## src/rtl/bf16_special_case_detector.sv

```systemverilog
// Registered special-value classifier for one floating-point operand (default bfloat16).
// Flags +/-Inf, quiet/signalling NaN and +/-zero one cycle after a valid operand.
module bf16_special_case_detector #(
  parameter int S_WIDTH     = 1,
  parameter int EXP_WIDTH   = 8,
  parameter int FRACT_WIDTH = 7
) (
  input  logic                   clk_i,
  input  logic                   rst_ni,
  input  logic                   valid_i,
  input  logic [S_WIDTH-1:0]     s_op_i,
  input  logic [EXP_WIDTH-1:0]   exp_op_i,
  input  logic [FRACT_WIDTH-1:0] fract_op_i,
  output logic                   valid_o,
  output logic                   isInf_o,
  output logic                   isPosInf_o,
  output logic                   isNegInf_o,
  output logic                   isNaN_o,
  output logic                   isQNaN_o,
  output logic                   isSNaN_o,
  output logic                   isZero_o,
  output logic                   isPosZero_o,
  output logic                   isNegZero_o
);

  if (S_WIDTH != 1) begin : g_bad_sign_width
    $error("bf16_special_case_detector: S_WIDTH must be 1");
  end

  logic exp_max;
  logic exp_zero;
  logic fract_zero;
  logic sign;
  logic is_inf;
  logic is_nan;
  logic is_zero;

  assign exp_max    = &exp_op_i;
  assign exp_zero   = ~|exp_op_i;
  assign fract_zero = ~|fract_op_i;
  assign sign       = s_op_i[0];

  assign is_inf  = exp_max & fract_zero;
  assign is_nan  = exp_max & ~fract_zero;
  assign is_zero = exp_zero & fract_zero;

  // Flag vector order: inf, +inf, -inf, nan, qnan, snan, zero, +0, -0
  logic [8:0] flags_next;
  logic [8:0] flags_reg;
  logic       valid_reg;

  always_comb begin
    flags_next    = '0;
    flags_next[8] = is_inf;
    flags_next[7] = is_inf & ~sign;
    flags_next[6] = is_inf & sign;
    flags_next[5] = is_nan;
    flags_next[4] = is_nan & fract_op_i[FRACT_WIDTH-1];
    flags_next[3] = is_nan & ~fract_op_i[FRACT_WIDTH-1];
    flags_next[2] = is_zero;
    flags_next[1] = is_zero & ~sign;
    flags_next[0] = is_zero & sign;
  end

  // Flags only load on accepted operands, so idle-cycle X on the fields never reaches them.
  always_ff @(posedge clk_i) begin
    if (!rst_ni) begin
      valid_reg <= 1'b0;
      flags_reg <= '0;
    end else begin
      valid_reg <= valid_i;
      if (valid_i) begin
        flags_reg <= flags_next;
      end
    end
  end

  assign valid_o     = valid_reg;
  assign isInf_o     = flags_reg[8];
  assign isPosInf_o  = flags_reg[7];
  assign isNegInf_o  = flags_reg[6];
  assign isNaN_o     = flags_reg[5];
  assign isQNaN_o    = flags_reg[4];
  assign isSNaN_o    = flags_reg[3];
  assign isZero_o    = flags_reg[2];
  assign isPosZero_o = flags_reg[1];
  assign isNegZero_o = flags_reg[0];

endmodule

```

## config.mk

```make
export PLATFORM = sky130hd
export DESIGN_NAME = bf16_special_case_detector
export DESIGN_NICKNAME = d
export VERILOG_FILES = /design/src/rtl/bf16_special_case_detector.sv
export SDC_FILE = /design/constraint.sdc
export NUM_CORES = 1
export LEC_CHECK = 0
export ABC_AREA = 1
export CAP_MARGIN = 20
export CORE_MARGIN = 4
export CORE_UTILIZATION = 30
export CTS_CLUSTER_DIAMETER = 100
export DETAILED_ROUTE_END_ITERATION = 16
export HOLD_SLACK_MARGIN = 0.1
export PLACE_DENSITY = 0.8
export SLEW_MARGIN = 20
export SYNTH_ARGS = -nofsm -noshare
export SYNTH_HDL_FRONTEND = slang
export SYNTH_SLANG_ARGS = --single-unit
export TNS_END_PERCENT = 30
```

## constraint.sdc

```tcl
create_clock -name clk_i -period 0.8 [get_ports clk_i]
set_input_delay 0.24 -clock clk_i [delete_from_list [all_inputs] [get_ports clk_i]]
set_output_delay 0.24 -clock clk_i [all_outputs]
set_load 0.005 [all_outputs]
```

Metal 2:
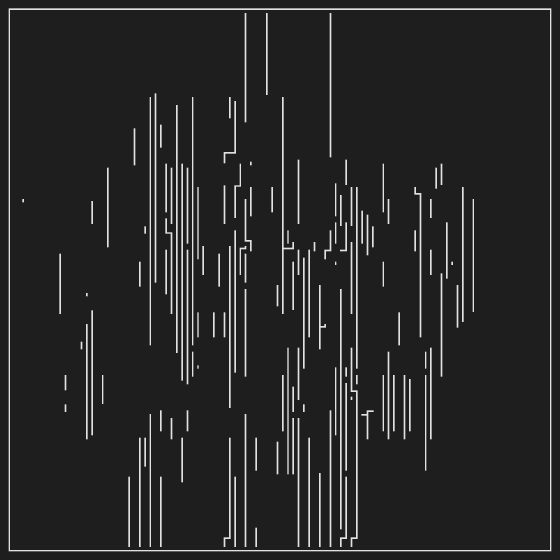
nets with wire on the layer: 108
share of all routed wire: 53%
longest straight run: 21.4 µm
main direction: vertical

Clock wiring as the flow saved it:
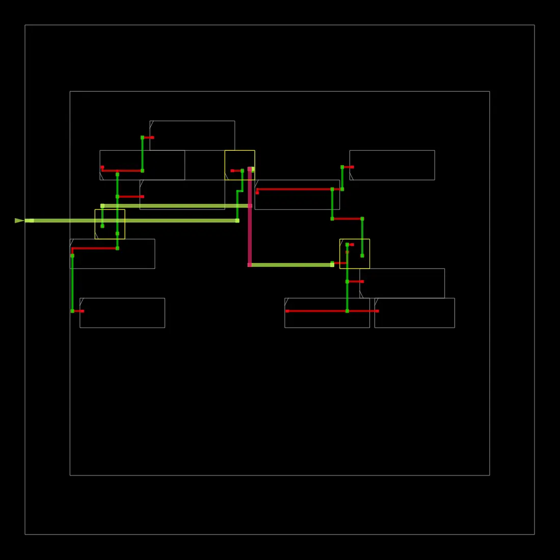
P_clk: 0.000328 W
clk_skew: 0 ns

Signal metal coverage by tile:
Bar = 10 µm. The die is cut into 9 by 9 equal tiles; dark purple is low, yellow is high, scaled to the fullest tile. Values are wire area over tile area, all layers added.
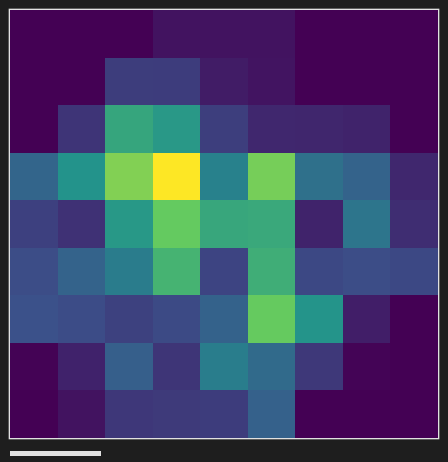
densest ninth of the die: center
nearly empty tiles: 26%
tiles over half the peak: 17%
mean over tiles: 0.11

M3 wires:
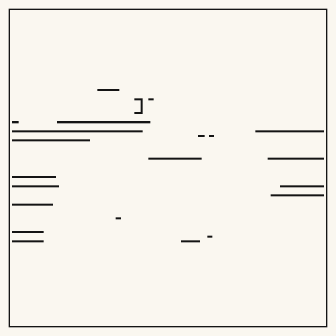
wire length on this layer: 122 µm
nets with wire on the layer: 17
longest straight run: 19.1 µm
main direction: horizontal

[routing by layer]
metal,share of wire,track usage,vias to the layer above
met5,0,0,-
met4,0.042,0.0331,0
met3,0.089,0.0651,9
met2,0.53,0.238,23
met1,0.34,0.132,250
li1,-,-,288
[worst paths after layout]
kind / start / endpoint / slack [ns] / cells past startpoint
worst max-delay path: flags_reg[1] / isPosZero_o / -0.13 / 1
worst min register to register: flags_reg[4] / flags_reg[4] / 0.46 / 2
worst min-delay path: valid_i / valid_o / 0.18 / 3
worst max register to register: flags_reg[7] / flags_reg[7] / 0.07 / 3
[area by class of cell]
type                       count  share of cell area
clock buffer                   3              0.0276
timing repair buffer          33               0.304
multi-input combinational     49               0.343
inverter                       9              0.0430
tap                           15              0.0230
sequential                    10               0.260
==> run_results.csv <==
group,metric,value,unit
final_layout,flop_area,211,µm²
drt,viasPerCell,4.79,
flow_run,maxCapViolations,0,
final_layout,most-common-layout-cells,"16 x nand2_1, 11 x clkbuf_2, 9 x dfxtp_2, 9 x buf_6",
logic_synthesis,mux_share,0,
critical_path,worstSetupEndpointType,"output pin",
placed_design,gp_congestion,0.722,
critical_path,cpLargestDelayFamily,"flip-flops",
logic_synthesis,adder_share,0,
power,p_comb_frac,0.152,
floorplan,ios,29,
clocking,cts_buffers,3,
logic_synthesis,largest_area_cell,"dfxtp_1",
logic_synthesis,ys_sh_xor,0,
final_layout,final_common_cell,"nand2_1",
final_timing,tightest_slew,0.179,ns
clocking,cts.sinks,10,
placed_design,dp_hpwl,984,µm
final_layout,largest_reg_flops,9,
critical_path,arrival,0.69,ns
drt,wl_per_cell,11.5,µm
logic_synthesis,common_cells,"21 x nand2_1, 10 x dfxtp_1, 9 x a21oi_1",
final_layout,layoutNonFillerInstCount,119,
clocking,ctsResizeCount,86,
critical_path,crit_path_top_delay_cell,"dfxtp_2",
grt,grt_pass1_vias,513,
logic_synthesis,ys_seq_elements,10,
placed_design,dp_slack,-0.630,ns
power,p_switching,0.000230,W
floorplan,die_h,46.9,µm
run_status,status,"complete, but fails checks",
run_status,violations,"setup timing",
critical_path,path_buffers,1,
power,seq-power,0.000501,W
clocking,clk_pin_slew,0.06,ns
final_timing,setup_viol,11,
drt,drt_iter0_markers,2,
final_timing,layout_worst_path_cycle_share,1.17,
clocking,postCtsHoldBufs,0,
power,p_total,0.000978,W
floorplan,core,0.00137,mm²
final_timing,setup_slack,-0.134,ns
power,irDropWorstVdd,0.000784,V
power,p_clk_frac,0.335,
logic_synthesis,synthTopLogicFamily,"simple AND/OR/NAND/NOR gates",
clocking,clk_latency,0.26,ns
power,power_leader,"registers",
Power and IR drop assume default switching activity.
